I/O nets highlighted:
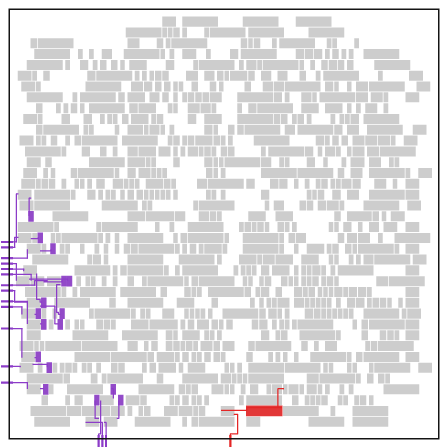
Placement view:
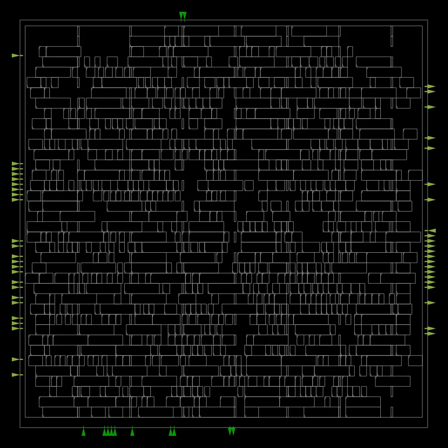
Clock network drawn from the DEF:
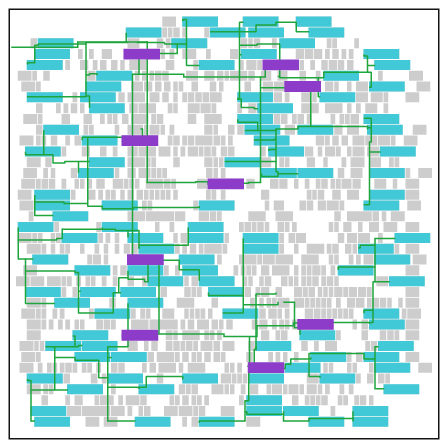
Wiring by layer:
The bar under the picture is 20 um long.
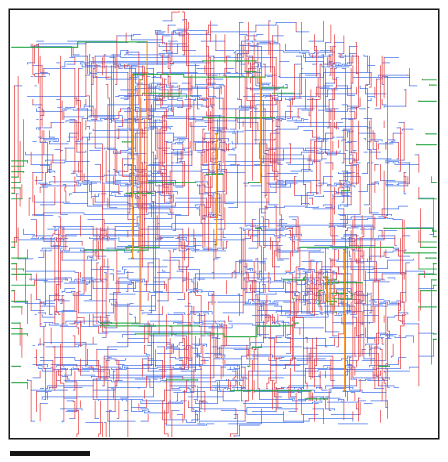
===== config.mk =====
export PLATFORM = sky130hd
export DESIGN_NAME = fp16_div_unit
export DESIGN_NICKNAME = d
export VERILOG_FILES = /design/src/rtl/fp16_div_unit.sv
export SDC_FILE = /design/constraint.sdc
export NUM_CORES = 1
export LEC_CHECK = 0
export ABC_AREA = 1
export CORE_UTILIZATION = 55
export CTS_BUF_LIST = sky130_fd_sc_hd__clkbuf_16
export CTS_CLUSTER_SIZE = 24
export DETAILED_ROUTE_END_ITERATION = 12
export PLACE_DENSITY_LB_ADDON = 0.15
export SYNTH_ARGS = -nofsm -noshare
export SYNTH_HDL_FRONTEND = slang
export SYNTH_SLANG_ARGS = --single-unit

===== constraint.sdc =====
create_clock -name clk -period 4.25 [get_ports clk]
set_input_delay 0.85 -clock clk [delete_from_list [all_inputs] [get_ports clk]]
set_output_delay 0.85 -clock clk [all_outputs]
set_load 0.03 [all_outputs]

===== src/rtl/fp16_div_unit.sv =====
`timescale 1ns/1ps
// fp16_div_unit: iterative IEEE-754 half-precision divider (opA / opB), start/busy/valid responder
// with fixed latency. Define FP16_DIV_SUBNORMAL_EN for subnormal operands and gradual underflow.
module fp16_div_unit #(
   parameter int EXP_W = 5,
   parameter int MAN_W = 10
) (
   input  logic                 clk,
   input  logic                 reset,
   input  logic                 start,
   input  logic [EXP_W+MAN_W:0] opA,
   input  logic [EXP_W+MAN_W:0] opB,
   output logic [EXP_W+MAN_W:0] result,
   output logic                 valid,
   output logic                 busy,
   output logic                 overflow,
   output logic                 underflow,
   output logic                 inexact,
   output logic                 invalid,
   output logic                 divZero
);
   localparam int W     = 1 + EXP_W + MAN_W;
   localparam int MW    = MAN_W + 1;
   localparam int NITER = MAN_W + 4;
   localparam int XW    = NITER + 1;
   localparam int EW    = EXP_W + 2;
   localparam int CW    = $clog2(NITER);
   localparam logic [EW-1:0]    BIAS  = EW'((1 << (EXP_W - 1)) - 1);
   localparam logic [EW-1:0]    EMAX  = EW'((1 << EXP_W) - 1);
   localparam logic [EXP_W-1:0] EONES = '1;
   localparam logic [W-1:0]     QNAN  = {1'b0, EONES, 1'b1, {(MAN_W-1){1'b0}}};

   typedef enum logic [1:0] {S_IDLE, S_UNPACK, S_DIVIDE, S_ROUND} state_t;

   typedef struct packed {
      logic          nan;
      logic          inf;
      logic          zero;
      logic [MW-1:0] man;
      logic [EW-1:0] exp;
   } unp_t;

   typedef struct packed {
      logic ovf;
      logic unf;
      logic nx;
      logic nv;
      logic dz;
   } flags_t;

`ifdef FP16_DIV_SUBNORMAL_EN
   localparam int LZW = $clog2(MW + 1);

   function automatic logic [LZW-1:0] lzc(input logic [MW-1:0] m);
      lzc = '0;
      for (int i = 0; i < MW; i++)
         if (m[i]) lzc = LZW'(MW - 1 - i);
   endfunction
`endif

   // Subnormals are normalised here so the divider always sees a leading 1.
   function automatic unp_t unpack(input logic [W-2:0] x);
      logic [EXP_W-1:0] e;
      logic [MAN_W-1:0] f;
      unp_t             u;
`ifdef FP16_DIV_SUBNORMAL_EN
      logic [LZW-1:0]   lz;
`endif
      {e, f} = x;
      u.nan  = (e == EONES) && (f != '0);
      u.inf  = (e == EONES) && (f == '0);
`ifdef FP16_DIV_SUBNORMAL_EN
      lz     = lzc({1'b0, f});
      u.zero = (e == '0) && (f == '0);
      if (e == '0) begin
         u.man = {1'b0, f} << lz;
         u.exp = EW'(1) - EW'(lz);
      end else begin
         u.man = {1'b1, f};
         u.exp = EW'(e);
      end
`else
      u.zero = (e == '0);
      u.man  = {1'b1, f};
      u.exp  = EW'(e);
`endif
      return u;
   endfunction

   state_t                state_q, state_d;
   logic [CW-1:0]         cnt_q, cnt_d;
   logic [W-1:0]          a_q, a_d, b_q, b_d;
   logic                  sign_q, sign_d;
   logic signed [EW-1:0]  e_q, e_d;
   logic [MW-1:0]         mb_q, mb_d;
   logic [MW:0]           r_q, r_d;
   logic [NITER-1:0]      q_q, q_d;
   logic                  sp_q, sp_d, sp_nv_q, sp_nv_d, sp_dz_q, sp_dz_d;
   logic [W-1:0]          sp_res_q, sp_res_d;
   logic [W-1:0]          res_q, res_d;
   logic                  valid_q, valid_d;
   flags_t                flags_q, flags_d;

   unp_t                  ua, ub;
   logic                  sgn;

   assign ua  = unpack(a_q[W-2:0]);
   assign ub  = unpack(b_q[W-2:0]);
   assign sgn = a_q[W-1] ^ b_q[W-1];

   // Rounding datapath, evaluated from the settled quotient while in ROUND.
   logic                  norm, tiny, guard, sticky, lost, nx;
   logic [NITER-1:0]      qn;
   logic signed [EW-1:0]  er, ef;
   logic [XW-1:0]         x, xs;
   logic [MW-1:0]         kept;
   logic [MW:0]           rnd;
   logic [W-1:0]          rnd_res;
   flags_t                rnd_flags;
`ifdef FP16_DIV_SUBNORMAL_EN
   logic [EW-1:0]         sh;
`endif

   always_comb begin
      norm = q_q[NITER-1];
      qn   = norm ? q_q : {q_q[NITER-2:0], 1'b0};
      er   = norm ? e_q : e_q - EW'(1);
      x    = {qn, |r_q};
      tiny = er[EW-1] || (er == '0);
`ifdef FP16_DIV_SUBNORMAL_EN
      // Denormalise tiny results so rounding happens at the subnormal LSB.
      sh   = tiny ? EW'(EW'(1) - er) : '0;
      xs   = x >> sh;
      lost = |(x & ~({XW{1'b1}} << sh));
`else
      xs   = x;
      lost = 1'b0;
`endif
      kept      = xs[XW-1 -: MW];
      guard     = xs[XW-1-MW];
      sticky    = (|xs[XW-2-MW:0]) | lost;
      rnd       = {1'b0, kept} + (MW+1)'(guard & (sticky | kept[0]));
      nx        = guard | sticky;
      ef        = er + EW'(rnd[MW]);
      rnd_flags = '0;
      rnd_res   = {sign_q, ef[EXP_W-1:0], rnd[MW] ? {MAN_W{1'b0}} : rnd[MAN_W-1:0]};
      if (tiny) begin
`ifdef FP16_DIV_SUBNORMAL_EN
         // A carry into the hidden position lands in the exponent field: min normal.
         rnd_res       = {sign_q, (W-1)'(rnd[MW-1:0])};
         rnd_flags.unf = nx;
         rnd_flags.nx  = nx;
`else
         rnd_res       = {sign_q, {(W-1){1'b0}}};
         rnd_flags.unf = 1'b1;
         rnd_flags.nx  = 1'b1;
`endif
      end else if (ef >= EMAX) begin
         rnd_res       = {sign_q, EONES, {MAN_W{1'b0}}};
         rnd_flags.ovf = 1'b1;
         rnd_flags.nx  = 1'b1;
      end else begin
         rnd_flags.nx  = nx;
      end
   end

   always_comb begin
      state_d  = state_q;
      cnt_d    = cnt_q;
      a_d      = a_q;
      b_d      = b_q;
      sign_d   = sign_q;
      e_d      = e_q;
      mb_d     = mb_q;
      r_d      = r_q;
      q_d      = q_q;
      sp_d     = sp_q;
      sp_nv_d  = sp_nv_q;
      sp_dz_d  = sp_dz_q;
      sp_res_d = sp_res_q;
      res_d    = res_q;
      flags_d  = flags_q;
      valid_d  = 1'b0;
      case (state_q)
         S_IDLE: begin
            if (start) begin
               a_d     = opA;
               b_d     = opB;
               flags_d = '0;
               state_d = S_UNPACK;
            end
         end
         S_UNPACK: begin
            sign_d  = sgn;
            e_d     = ua.exp - ub.exp + BIAS;
            mb_d    = ub.man;
            r_d     = {1'b0, ua.man};
            q_d     = '0;
            cnt_d   = CW'(NITER - 1);
            sp_d    = 1'b1;
            sp_nv_d = 1'b0;
            sp_dz_d = 1'b0;
            // Specials still run the full divide so latency never depends on operands.
            if (ua.nan || ub.nan || (ua.zero && ub.zero) || (ua.inf && ub.inf)) begin
               sp_res_d = QNAN;
               sp_nv_d  = 1'b1;
            end else if (ua.inf) begin
               sp_res_d = {sgn, EONES, {MAN_W{1'b0}}};
            end else if (ub.zero) begin
               sp_res_d = {sgn, EONES, {MAN_W{1'b0}}};
               sp_dz_d  = 1'b1;
            end else if (ub.inf || ua.zero) begin
               sp_res_d = {sgn, {(W-1){1'b0}}};
            end else begin
               sp_d = 1'b0;
            end
            state_d = S_DIVIDE;
         end
         S_DIVIDE: begin
            if (r_q >= {1'b0, mb_q}) begin
               r_d = (r_q - {1'b0, mb_q}) << 1;
               q_d = {q_q[NITER-2:0], 1'b1};
            end else begin
               r_d = r_q << 1;
               q_d = {q_q[NITER-2:0], 1'b0};
            end
            cnt_d = cnt_q - CW'(1);
            if (cnt_q == '0) state_d = S_ROUND;
         end
         S_ROUND: begin
            valid_d = 1'b1;
            state_d = S_IDLE;
            if (sp_q) begin
               res_d      = sp_res_q;
               flags_d    = '0;
               flags_d.nv = sp_nv_q;
               flags_d.dz = sp_dz_q;
            end else begin
               res_d   = rnd_res;
               flags_d = rnd_flags;
            end
         end
         default: state_d = S_IDLE;
      endcase
   end

   always_ff @(posedge clk or posedge reset) begin
      if (reset) begin
         state_q  <= S_IDLE;
         cnt_q    <= '0;
         a_q      <= '0;
         b_q      <= '0;
         sign_q   <= 1'b0;
         e_q      <= '0;
         mb_q     <= '0;
         r_q      <= '0;
         q_q      <= '0;
         sp_q     <= 1'b0;
         sp_nv_q  <= 1'b0;
         sp_dz_q  <= 1'b0;
         sp_res_q <= '0;
         res_q    <= '0;
         valid_q  <= 1'b0;
         flags_q  <= '0;
      end else begin
         state_q  <= state_d;
         cnt_q    <= cnt_d;
         a_q      <= a_d;
         b_q      <= b_d;
         sign_q   <= sign_d;
         e_q      <= e_d;
         mb_q     <= mb_d;
         r_q      <= r_d;
         q_q      <= q_d;
         sp_q     <= sp_d;
         sp_nv_q  <= sp_nv_d;
         sp_dz_q  <= sp_dz_d;
         sp_res_q <= sp_res_d;
         res_q    <= res_d;
         valid_q  <= valid_d;
         flags_q  <= flags_d;
      end
   end

   assign result    = res_q;
   assign valid     = valid_q;
   assign busy      = (state_q != S_IDLE);
   assign overflow  = flags_q.ovf;
   assign underflow = flags_q.unf;
   assign inexact   = flags_q.nx;
   assign invalid   = flags_q.nv;
   assign divZero   = flags_q.dz;

endmodule


==> GITHUB_STEP_SUMMARY <==
## PnR job results

| Metric | Value |
|---|---|
| Status | `completed` |
| Setup repair bufs after CTS | `0` |
| Floorplan Nets | `843` |
| Setup crit end kind | `flip-flop` |
| Critical path fanouts, max | `6` |
| Met3 WL | `507 um` |
| Met2 Resource Use GR | `41.7%` |
| Average vias per placed instance | `5.33` |
| FP Util | `56.6%` |
| Clk pin slew, worst setup/hold paths | `0.08 ns` |
| Registers | `111` |
| Synthesized area | `6140 um2` |
| Post_cts resized | `0` |
| Internal Power | `2880 uW` |
| Register area share after synthesis | `45.3%` |
| Fmax | `308 MHz` |
| Leakage | `0.00342 uW` |
| Layer with the highest usage | `met2` |
| NonClk Buf Share | `8.81%` |
| Vias in the first global route | `4878` |
| Highest metal used | `met4` |
| Biggest Area Class | `logic gates` |
| Most numerous logic cell after layout | `nand2_1` |
| Fin crit period | `3.25 ns` |
| Crit path to | `result[10]` |
| Slew headroom | `57.8%` |
| Adder share | `6.16%` |
| Root buf cell | `clkbuf_16` |
| Met2 WL | `6.31 mm` |
| Warnings, synthesis | `0` |
| Hold buffers post-CTS | `0` |
| Post-synth ARST share | `100%` |
| R2R setup slack | `1.0 ns` |
| Path type of the worst setup path | `reg2reg` |
| Cells on worst reg2reg path | `18` |
| Die X | `108 um` |
| Pre-antenna DRT Iters | `6` |
| Critical Path Source | `r_q[1]` |
| Gpl congestion | `0.910` |
## Picture notes: 'I/O nets highlighted'
- `opB`: purple (bits 16; direction input; end cells 16; wire 181 um)
- `divZero`: red (bits 1; direction output; end cells 1; wire 30.4 um)
PortBufs: 57
Top Ports: 58

## Picture notes: 'placement view'
core area: 10800 um2
Fillers: 976

## Picture notes: 'clock network drawn from the DEF'
- clock-net drivers: purple (count 9)
- flip-flops: cyan (count 111)
- clock wires: green (length 1330 um)
- routed clock nets: 10
part of the power in the clock network: 15.0%
Clk. pwr: 817 uW
Setup Skew: 0.0110 ns
Clk Latency, worst-skew pair: 0.36 ns

## Picture notes: 'wiring by layer'
- M1: blue (wire length 6100 um)
- M3: green (wire length 508 um)
- M4: orange (wire length 275 um)
- M2: red (wire length 6310 um)
via count: 5210
GRT Total Usage: 24.9%
wire per inst: 13.5 um

Power and IR drop assume default switching activity.
